--- src/rtl/seven_seg_pkg.sv ---
// Shared seven-segment definitions: glyph patterns (bit 6 = A .. bit 0 = G, lit = 1)
// and lock FSM state encodings, used by the decoder and the binary-to-segment encoder.
package seven_seg_pkg;

  localparam logic [6:0] SEG_BLANK = 7'h00;

  localparam logic [6:0] GLYPHS [16] = '{
    7'h7E,  // 0 ABCDEF
    7'h30,  // 1 BC
    7'h6D,  // 2 ABDEG
    7'h79,  // 3 ABCDG
    7'h33,  // 4 BCFG
    7'h5B,  // 5 ACDFG
    7'h5F,  // 6 ACDEFG
    7'h70,  // 7 ABC
    7'h7F,  // 8 ABCDEFG
    7'h7B,  // 9 ABCDFG
    7'h77,  // A ABCEFG
    7'h1F,  // b CDEFG
    7'h4E,  // C ADEF
    7'h3D,  // d BCDEG
    7'h4F,  // E ADEFG
    7'h47   // F AEFG
  };

  typedef enum logic {
    ACQUIRE = 1'b0,
    LOCKED  = 1'b1
  } lock_state_t;

  function automatic logic [6:0] seg_encode(input logic [3:0] digit);
    return GLYPHS[digit];
  endfunction

endpackage

--- src/rtl/segment_glyph_lookup.sv ---
// Combinational reverse lookup from a lit-high 7-bit segment pattern to its hex digit.
module segment_glyph_lookup
  import seven_seg_pkg::*;
(
  input  logic [6:0] pattern,
  output logic [3:0] digit,
  output logic       match,
  output logic       blank
);

  always_comb begin
    digit = 4'd0;
    match = 1'b0;
    blank = (pattern == SEG_BLANK);
    for (int i = 0; i < 16; i++) begin
      if (pattern == GLYPHS[i]) begin
        digit = 4'(i);
        match = 1'b1;
      end
    end
  end

endmodule

--- src/rtl/segment_pattern_decoder.sv ---
// Debounces raw seven-segment lines, commits a pattern once it has been stable long
// enough, and reports the decoded hex digit plus a change pulse and change counter.
module segment_pattern_decoder
  import seven_seg_pkg::*;
#(
  parameter int STABLE_CYCLES = 16,
  parameter bit ACTIVE_LOW    = 1'b1
) (
  input  logic       i_Clk,
  input  logic       i_Rst_L,
  input  logic       i_Segment_A,
  input  logic       i_Segment_B,
  input  logic       i_Segment_C,
  input  logic       i_Segment_D,
  input  logic       i_Segment_E,
  input  logic       i_Segment_F,
  input  logic       i_Segment_G,
  output logic [3:0] o_Digit,
  output logic       o_Valid,
  output logic       o_Blank,
  output logic       o_Invalid,
  output logic       o_Update,
  output logic [7:0] o_Update_Count
);

  localparam logic [7:0] STABLE_MAX = 8'(STABLE_CYCLES - 1);

  logic [6:0]  raw_pattern;
  logic [6:0]  lit_pattern;
  logic [6:0]  sync_meta;
  logic [6:0]  sample;
  logic [6:0]  candidate;
  logic [6:0]  committed;
  logic [7:0]  stable_count;
  lock_state_t state;
  lock_state_t state_next;
  logic        commit;
  logic        first_commit;
  logic [3:0]  lookup_digit;
  logic        lookup_match;
  logic        lookup_blank;

  assign raw_pattern  = {i_Segment_A, i_Segment_B, i_Segment_C, i_Segment_D,
                         i_Segment_E, i_Segment_F, i_Segment_G};
  assign lit_pattern  = ACTIVE_LOW ? ~raw_pattern : raw_pattern;
  // No status flag is set until the first commit, so this marks "nothing committed yet".
  assign first_commit = ~(o_Valid | o_Blank | o_Invalid);

  always_ff @(posedge i_Clk or negedge i_Rst_L) begin
    if (!i_Rst_L) begin
      sync_meta <= 7'd0;
      sample    <= 7'd0;
    end else begin
      sync_meta <= lit_pattern;
      sample    <= sync_meta;
    end
  end

  always_ff @(posedge i_Clk or negedge i_Rst_L) begin
    if (!i_Rst_L) begin
      candidate    <= 7'd0;
      stable_count <= 8'd0;
    end else if (sample != candidate) begin
      candidate    <= sample;
      stable_count <= 8'd0;
    end else if (stable_count != STABLE_MAX) begin
      stable_count <= stable_count + 8'd1;
    end
  end

  always_ff @(posedge i_Clk or negedge i_Rst_L) begin
    if (!i_Rst_L) begin
      state <= ACQUIRE;
    end else begin
      state <= state_next;
    end
  end

  always_comb begin
    state_next = state;
    commit     = 1'b0;
    case (state)
      ACQUIRE: begin
        if (stable_count == STABLE_MAX && sample == candidate) begin
          commit     = 1'b1;
          state_next = LOCKED;
        end
      end
      LOCKED: begin
        if (sample != candidate) begin
          state_next = ACQUIRE;
        end
      end
      default: state_next = ACQUIRE;
    endcase
  end

  segment_glyph_lookup u_lookup (
    .pattern (candidate),
    .digit   (lookup_digit),
    .match   (lookup_match),
    .blank   (lookup_blank)
  );

  // A re-commit of the same pattern (glitch that settled back) refreshes nothing visible.
  always_ff @(posedge i_Clk or negedge i_Rst_L) begin
    if (!i_Rst_L) begin
      committed      <= 7'd0;
      o_Digit        <= 4'd0;
      o_Valid        <= 1'b0;
      o_Blank        <= 1'b0;
      o_Invalid      <= 1'b0;
      o_Update       <= 1'b0;
      o_Update_Count <= 8'd0;
    end else begin
      o_Update <= 1'b0;
      if (commit) begin
        committed <= candidate;
        o_Valid   <= lookup_match;
        o_Blank   <= lookup_blank;
        o_Invalid <= ~lookup_match & ~lookup_blank;
        if (lookup_match) begin
          o_Digit <= lookup_digit;
        end
        if (first_commit || candidate != committed) begin
          o_Update       <= 1'b1;
          o_Update_Count <= o_Update_Count + 8'd1;
        end
      end
    end
  end

endmodule
--- config.mk ---
export PLATFORM = sky130hd
export DESIGN_NAME = segment_pattern_decoder
export DESIGN_NICKNAME = d
export VERILOG_FILES = /design/src/rtl/seven_seg_pkg.sv /design/src/rtl/segment_glyph_lookup.sv /design/src/rtl/segment_pattern_decoder.sv
export SDC_FILE = /design/constraint.sdc
export NUM_CORES = 1
export LEC_CHECK = 0
export ABC_AREA = 1
export CORE_MARGIN = 4
export CORE_UTILIZATION = 56
export CTS_CLUSTER_SIZE = 30
export DETAILED_ROUTE_END_ITERATION = 7
export PLACE_DENSITY_LB_ADDON = 0.12
export SKIP_LAST_GASP = 1
export SLEW_MARGIN = 0
export SYNTH_ARGS = -nofsm -noshare
export SYNTH_HDL_FRONTEND = slang
export SYNTH_SLANG_ARGS = --single-unit
--- constraint.sdc ---
create_clock -name i_Clk -period 2.1 [get_ports i_Clk]
set_clock_uncertainty 0.2 [all_clocks]
set_input_delay 0.42 -clock i_Clk [delete_from_list [all_inputs] [get_ports i_Clk]]
set_output_delay 0.42 -clock i_Clk [all_outputs]
set_load 0.005 [all_outputs]
==> run_results.csv <==
group,metric,value,unit
global_route,grt_pass1_wl,7880,um
setup_path,cpPeakStageDelay,0.54,ns
global_route,grt-ovfl-total,0,
clocking,numCtsBuffers,5,
floorplanning,die_h,76.0,um
setup_path,path_buffers,1,
placed_design,dp.cells,363,
synthesis,ys_sh_simple,0.281,
clocking,h-tree-depth,2,
setup_path,reg2reg_slack,0.25,ns
setup_path,r2r_end,"o_Digit[1]$_DFFE_PN0P_",
final_layout,area_share_clock_buf_inv,0.0392,
timing,whs,0.156,ns
synthesis,avgSynthCellArea,8.67,um^2
drt,wl_met1,2020,um
final_layout,final-nonclk-buf-share,0.0944,
pwr,power,1870,uW
clocking,clock-root-buffer,"clkbuf_8",
timing,period_used_share,0.901,
synthesis,synthMuxAreaShare,0,
final_layout,multi_input_comb_cells,200,
setup_path,endpoint_kind,"output port",
pwr,powerClk,696,uW
synthesis,synth-main-ff-cell,"dfrtp_1",
global_route,met3_usage,0.0343,
timing,rsz0062_at_grt,"false",
drt,dr_total_vias,1852,
setup_path,cp-startpoint,"o_Update_Count[4]$_DFFE_PN0P_",
floorplanning,ios,25,
pwr,top_power_group,"registers",
final_layout,final_nets,332,
global_route,globalRouteTotalUtil,0.163,
setup_path,critPathMaxFanout,5,
drt,drc,0,
pwr,cellPowerDensity,629,nW/um^2
final_layout,combGateArea,1050,um^2
synthesis,synthAdderAreaFrac,0.00966,
drt,drt_iter0_drc,83,
setup_path,path_class,"reg -> out",
setup_path,worstPathRequired,1.48,ns
timing,worst_pin_slew,0.412,ns
worst_hold_path,min-delay-start,"sync_meta[6]$_DFF_PN0_",
final_layout,area_growth,14.6,%
worst_hold_path,hold_path_end,"sample[6]$_DFF_PN0_",
clocking,cts_tree,"yes",
clocking,cts_num_sinks,53,
global_route,grt_pass1_vias,1738,
clocking,clk_pin_slew,0.10,ns
status,outcome,"complete, no violations",
synthesis,yosys_warnings,0,
final_layout,lay_top_cells,"nand2_1 (90), dfrtp_1 (53), inv_1 (28), nor2_1 (25), clkdlybuf4s50_1 (23)",
synthesis,syn_area,2590,um^2
setup_path,critical_path.startpoint_type,"register",
drt,final_antenna_net_count,0,
synthesis,postSynthSeqShare,0.512,
synthesis,synth_chip_area,2590,um^2
final_layout,antennaDiodeCount,0,
worst_hold_path,min-delay-path-class,"reg -> reg",
synthesis,ys_types,32,
synthesis,top_cells_by_count,"nand2_1 (90), dfrtp_1 (53), inv_1 (28)",
pwr,seqPwrFrac,0.568,
global_route,grt_max_degree,38,
final_layout,n_all_inverters,33,
timing,slew_headroom,0.725,
placed_design,dpl_cell_area,2830,um^2
final_layout,n_all_buffers,28,
synthesis,synth-seq-cells,53,
final_layout,comb_share,0.354,
placed_design,dp_hpwl,3230,um
timing,setup_tns,0,ns
clocking,postCtsSetupBuffers,0,
pwr,switching_share,0.225,
synthesis,synthArstFlopShare,1.00,
placed_design,gp_congestion,0.864,
final_layout,n_fill_cell,383,
synthesis,syn_inst,299,
synthesis,ys_cells,299,
timing,setup_viol,0,
setup_path,cp_cell_sequence,"clkdlybuf4s50_1",
pwr,p_leak,0.00146,uW
clocking,cts_max_path_buffers,2,
drt,route.met3.wl,207,um
setup_path,cp.arrival,1.27,ns
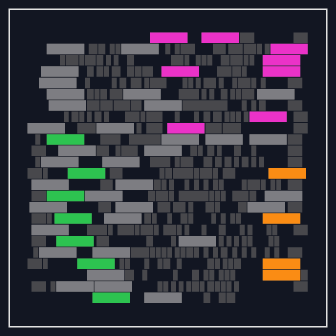
(where the registers sit)
| netlist name | color | placed flops |
|---|---|---|
| o_Update_Count | magenta | 8 |
| o_Digit | orange | 4 |
| sample | green | 7 |
not colored: 34
Final Util: 0.673
Power Sequential: 1060 uW
Flop area: 1330 um^2
flop share of the area: 0.447

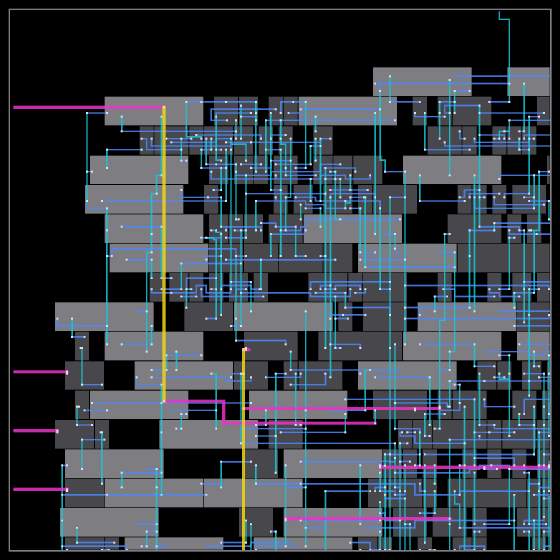
(layout detail)
Region (0, 26) to (50, 76) um. Cells in gray, sequential cells in the stronger gray; small squares are vias.
| layer | color |
|---|---|
| M2 | cyan |
| M1 | blue |
| M4 | yellow |
| M3 | magenta |
sequential cells in the window: 26
netlist names of flops here include: stable_count (8), committed (4), sync_meta (4)
cells with their middle in the window: 137
most frequent: nand2_1 (26), dfrtp_1 (26), inv_1 (14)

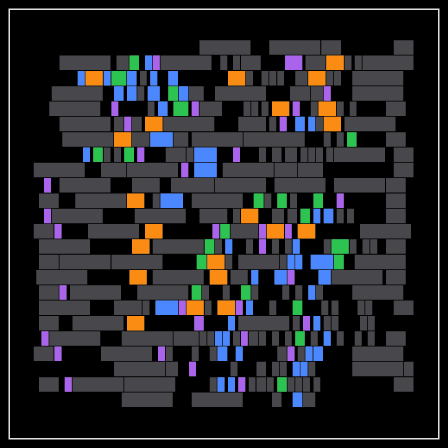
(selected gate families)
| family | color | cells | most used |
|---|---|---|---|
| aoi and oai cells | green | 21 | o21ai_1 |
| nor cells | blue | 45 | nor2_1 |
| xor and xnor cells | orange | 21 | xnor2_1 |
| inv cells | purple | 33 | inv_1 |
Commonest Layout Cell: nand2_1
Finished Layout Cells: 374

Power figures rest on the tool's default switching activity, not on a simulated workload.
